## config.mk

```make
export PLATFORM = sky130hd
export DESIGN_NAME = sync_fifo_flags
export DESIGN_NICKNAME = d
export VERILOG_FILES = /design/src/rtl/sync_fifo_flags.sv
export SDC_FILE = /design/constraint.sdc
export NUM_CORES = 1
export LEC_CHECK = 0
export ABC_AREA = 1
export CORE_MARGIN = 8
export CORE_UTILIZATION = 62
export CTS_BUF_LIST = sky130_fd_sc_hd__clkbuf_4
export DETAILED_ROUTE_END_ITERATION = 10
export HOLD_SLACK_MARGIN = 0.06
export PLACE_DENSITY = 0.82
export SETUP_SLACK_MARGIN = 0.4
export SYNTH_ARGS = -nofsm -noshare
export SYNTH_HDL_FRONTEND = slang
export SYNTH_SLANG_ARGS = --single-unit
```

## constraint.sdc

```tcl
create_clock -name clk -period 2.88 [get_ports clk]
set_clock_uncertainty 0.1 [all_clocks]
set_input_delay 0.432 -clock clk [delete_from_list [all_inputs] [get_ports clk]]
set_output_delay 0.432 -clock clk [all_outputs]
set_load 0.01 [all_outputs]
```

## src/rtl/sync_fifo_flags.sv

```systemverilog
// Single-clock FIFO with occupancy count, almost-full/almost-empty thresholds and sticky error flags.
// Define SYNC_FIFO_FWFT_EN for first-word-fall-through reads; default is registered read data.
module sync_fifo_flags #(
  parameter int DSIZE         = 8,
  parameter int ASIZE         = 4,
  parameter int AFULL_THRESH  = 2**ASIZE - 2,
  parameter int AEMPTY_THRESH = 2
) (
  input  logic             clk,
  input  logic             rst,
  input  logic [DSIZE-1:0] wdata,
  input  logic             winc,
  input  logic             rinc,
  output logic [DSIZE-1:0] rdata,
  output logic             wfull,
  output logic             rempty,
  output logic             walmost_full,
  output logic             ralmost_empty,
  output logic [ASIZE:0]   count,
  output logic             overflow,
  output logic             underflow
);

  localparam int             DEPTH    = 2**ASIZE;
  localparam logic [ASIZE:0] PTR_ONE  = {{ASIZE{1'b0}}, 1'b1};
  localparam logic [ASIZE:0] AFULL_L  = (ASIZE+1)'(AFULL_THRESH);
  localparam logic [ASIZE:0] AEMPTY_L = (ASIZE+1)'(AEMPTY_THRESH);

  if (AFULL_THRESH < 1 || AFULL_THRESH > DEPTH) begin : g_afull_chk
    $error("sync_fifo_flags: AFULL_THRESH out of range 1..2**ASIZE");
  end
  if (AEMPTY_THRESH < 0 || AEMPTY_THRESH > DEPTH - 1) begin : g_aempty_chk
    $error("sync_fifo_flags: AEMPTY_THRESH out of range 0..2**ASIZE-1");
  end

  logic [DSIZE-1:0] mem [0:DEPTH-1];

  logic [ASIZE:0] wptr_q, wptr_d, rptr_q, rptr_d, cnt_q, cnt_d;
  logic           wfull_q, wfull_d, rempty_q, rempty_d;
  logic           afull_q, afull_d, aempty_q, aempty_d;
  logic           ovf_q, ovf_d, unf_q, unf_d;
  logic           we, re;
  logic [ASIZE-1:0] waddr, raddr;

  assign waddr = wptr_q[ASIZE-1:0];
  assign raddr = rptr_q[ASIZE-1:0];

  // Flags are computed from the post-edge pointers so they are current right after each edge.
  always_comb begin
    we     = winc & ~wfull_q;
    re     = rinc & ~rempty_q;
    wptr_d = wptr_q;
    rptr_d = rptr_q;
    cnt_d  = cnt_q;
    if (we) wptr_d = wptr_q + PTR_ONE;
    if (re) rptr_d = rptr_q + PTR_ONE;
    case ({we, re})
      2'b10:   cnt_d = cnt_q + PTR_ONE;
      2'b01:   cnt_d = cnt_q - PTR_ONE;
      default: cnt_d = cnt_q;
    endcase
    wfull_d  = (wptr_d == {~rptr_d[ASIZE], rptr_d[ASIZE-1:0]});
    rempty_d = (wptr_d == rptr_d);
    afull_d  = (cnt_d >= AFULL_L);
    aempty_d = (cnt_d <= AEMPTY_L);
    ovf_d    = ovf_q | (winc & wfull_q);
    unf_d    = unf_q | (rinc & rempty_q);
  end

  always_ff @(posedge clk or posedge rst) begin
    if (rst) begin
      wptr_q   <= '0;
      rptr_q   <= '0;
      cnt_q    <= '0;
      wfull_q  <= 1'b0;
      rempty_q <= 1'b1;
      afull_q  <= 1'b0;
      aempty_q <= 1'b1;
      ovf_q    <= 1'b0;
      unf_q    <= 1'b0;
    end else begin
      wptr_q   <= wptr_d;
      rptr_q   <= rptr_d;
      cnt_q    <= cnt_d;
      wfull_q  <= wfull_d;
      rempty_q <= rempty_d;
      afull_q  <= afull_d;
      aempty_q <= aempty_d;
      ovf_q    <= ovf_d;
      unf_q    <= unf_d;
    end
  end

  // Storage is deliberately left out of reset.
  always_ff @(posedge clk) begin
    if (we) mem[waddr] <= wdata;
  end

`ifdef SYNC_FIFO_FWFT_EN
  always_comb begin
    rdata = '0;
    if (!rempty_q) rdata = mem[raddr];
  end
`else
  logic [DSIZE-1:0] rdata_q;

  always_ff @(posedge clk or posedge rst) begin
    if (rst) begin
      rdata_q <= '0;
    end else if (re) begin
      rdata_q <= mem[raddr];
    end
  end

  assign rdata = rdata_q;
`endif

  assign wfull         = wfull_q;
  assign rempty        = rempty_q;
  assign walmost_full  = afull_q;
  assign ralmost_empty = aempty_q;
  assign count         = cnt_q;
  assign overflow      = ovf_q;
  assign underflow     = unf_q;

endmodule

```

==> reports/metrics.yaml <==
fin_crit_sh: 0.767
critPathMaxFanout: 3
powerDensity_mw_per_mm2: 991
tool_warnings: 29
status: "complete, no violations"
simple_gate_share: 0.139
edf_count: 128
dieArea_mm2: 0.0141
hold_class: "input pin to async pin"
topCombFamilyByArea: "simple AND/OR/NAND/NOR gates"
crit_cells: 1
critical_path_buf_inv_count: 1
power.switching_w: 0.00289
ys_sh_aoi: 0.0928
dp_hpwl_um: 9440
ys_area_mm2: 0.00655
synth.avg_cell_area_um2: 12.0
final_util: 0.719
via_per_inst: 5.93
maxCapViolations: 0
flop_cell: "edfxtp_1"
firstDrtPassIters: 5
synth_area_mm2: 0.00655
async_reset_ff_frac: 0.185
root_buffer: "clkbuf_4"
ctsHoldBuffers: 0
critPathTopFamily: "flip-flops"
fa_ha_area_frac: 0.0134
die_h_um: 119
grt_pass1_vias: 4358
path_cells: "clkdlybuf4s50_1"
io_pins: 31
grt_use_met2: 0.331
worst-setup-path-type: "flip-flop to primary output"
clock_power_share: 0.175
numCtsBuffers: 17
-- worst reg2reg max path, delay by kind of cell, from the launching register on --
family,cells,cell delay (ns)
flip-flops,1,0.65
AND/OR/NAND/NOR,2,0.23
buffers and inverters,1,0.46
XOR/XNOR,2,0.54
-- area by class of cell --
cell class,instances,area [um2]
clock buffers,19,143
clock inverters,13,143
fillers,678,2880
inverters,30,113
multi-input cells,334,1760
flip-flops and latches,157,4570
well taps,136,170
repair buffers,55,488
-- cells by family after synthesis --
logic type,count (synthesis)
adders and majority gates,7
buffers and inverters,53
DFF,157
AOI/OAI and AO/OA,106
and+or+nand+nor,207
xor gates and xnor gates,14
-- power groups by stage --
stage,Clock [W],Combinational [W],Sequential (W)
global route,0.00138,0.00321,0.00315
finish,0.00128,0.00294,0.00311
global placement,0,0.00278,0.00314
CTS,0.00129,0.00292,0.00311
detailed placement,0,0.00290,0.00316
floorplan,0,0.00184,0.00316
-- per-stage QoR --
step	cells	area, um2	power [W]
6_report	744	7390	0.00733
5_1_grt	744	7390	0.00775
4_1_cts	744	7390	0.00733
3_5_place_dp	712	7110	0.00606
3_3_place_gp	712	7110	0.00592
2_1_floorplan	544	6550	0.00500
-- layout by cell type (no fill, tap or decap), types with 2 or more instances in the layout --
cell type	n
a21oi_1	18
buf_4	25
bufinv_16	2
clkbuf_4	19
clkdlybuf4s50_1	30
clkinv_1	4
clkinv_4	5
clkinvlp_4	3
dfrtp_1	26
dfstp_2	2
edfxtp_1	128
ha_1	7
inv_1	22
inv_2	6
nand2_1	71
nand2_2	3
nand2_4	3
nand3_1	38
nor2_1	83
nor2_2	2
nor2_4	2
nor3_1	2
o21ai_0	57
o21ai_1	3
o221ai_1	16
o22ai_1	10
xor2_1	10
xor2_2	2
Layout detail:
Bar = 10 um. Window x 69 to 109, y 10 to 50 um. Cells in gray, sequential cells in the stronger gray; small squares are vias.
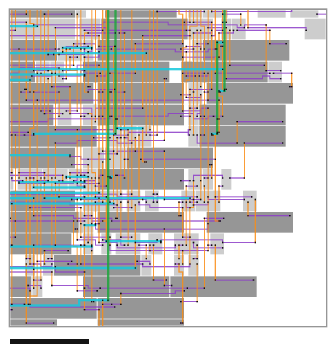
Cyan marks M3. Orange marks M2. Purple marks M1. Green marks M4.
Netlist names of flops here include `mem` (27). Sequential cells in the window: 27. Most frequent: edfxtp_1 (27), nor2_1 (15), o21ai_0 (15). 76 logic cells have their middle in the window.

Metal 1:
Bar = 20 um. Supply wires on this layer in gray.
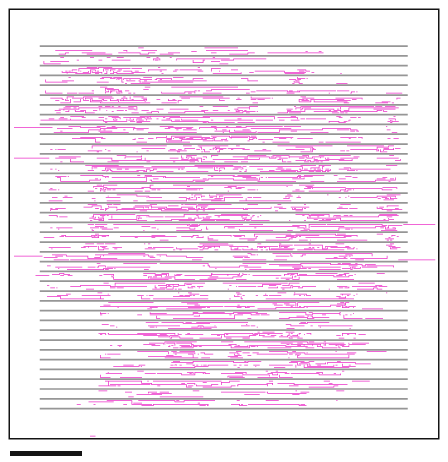
The longest straight run is 34.0 um. 567 nets have wire on it.

Power and IR drop assume default switching activity.
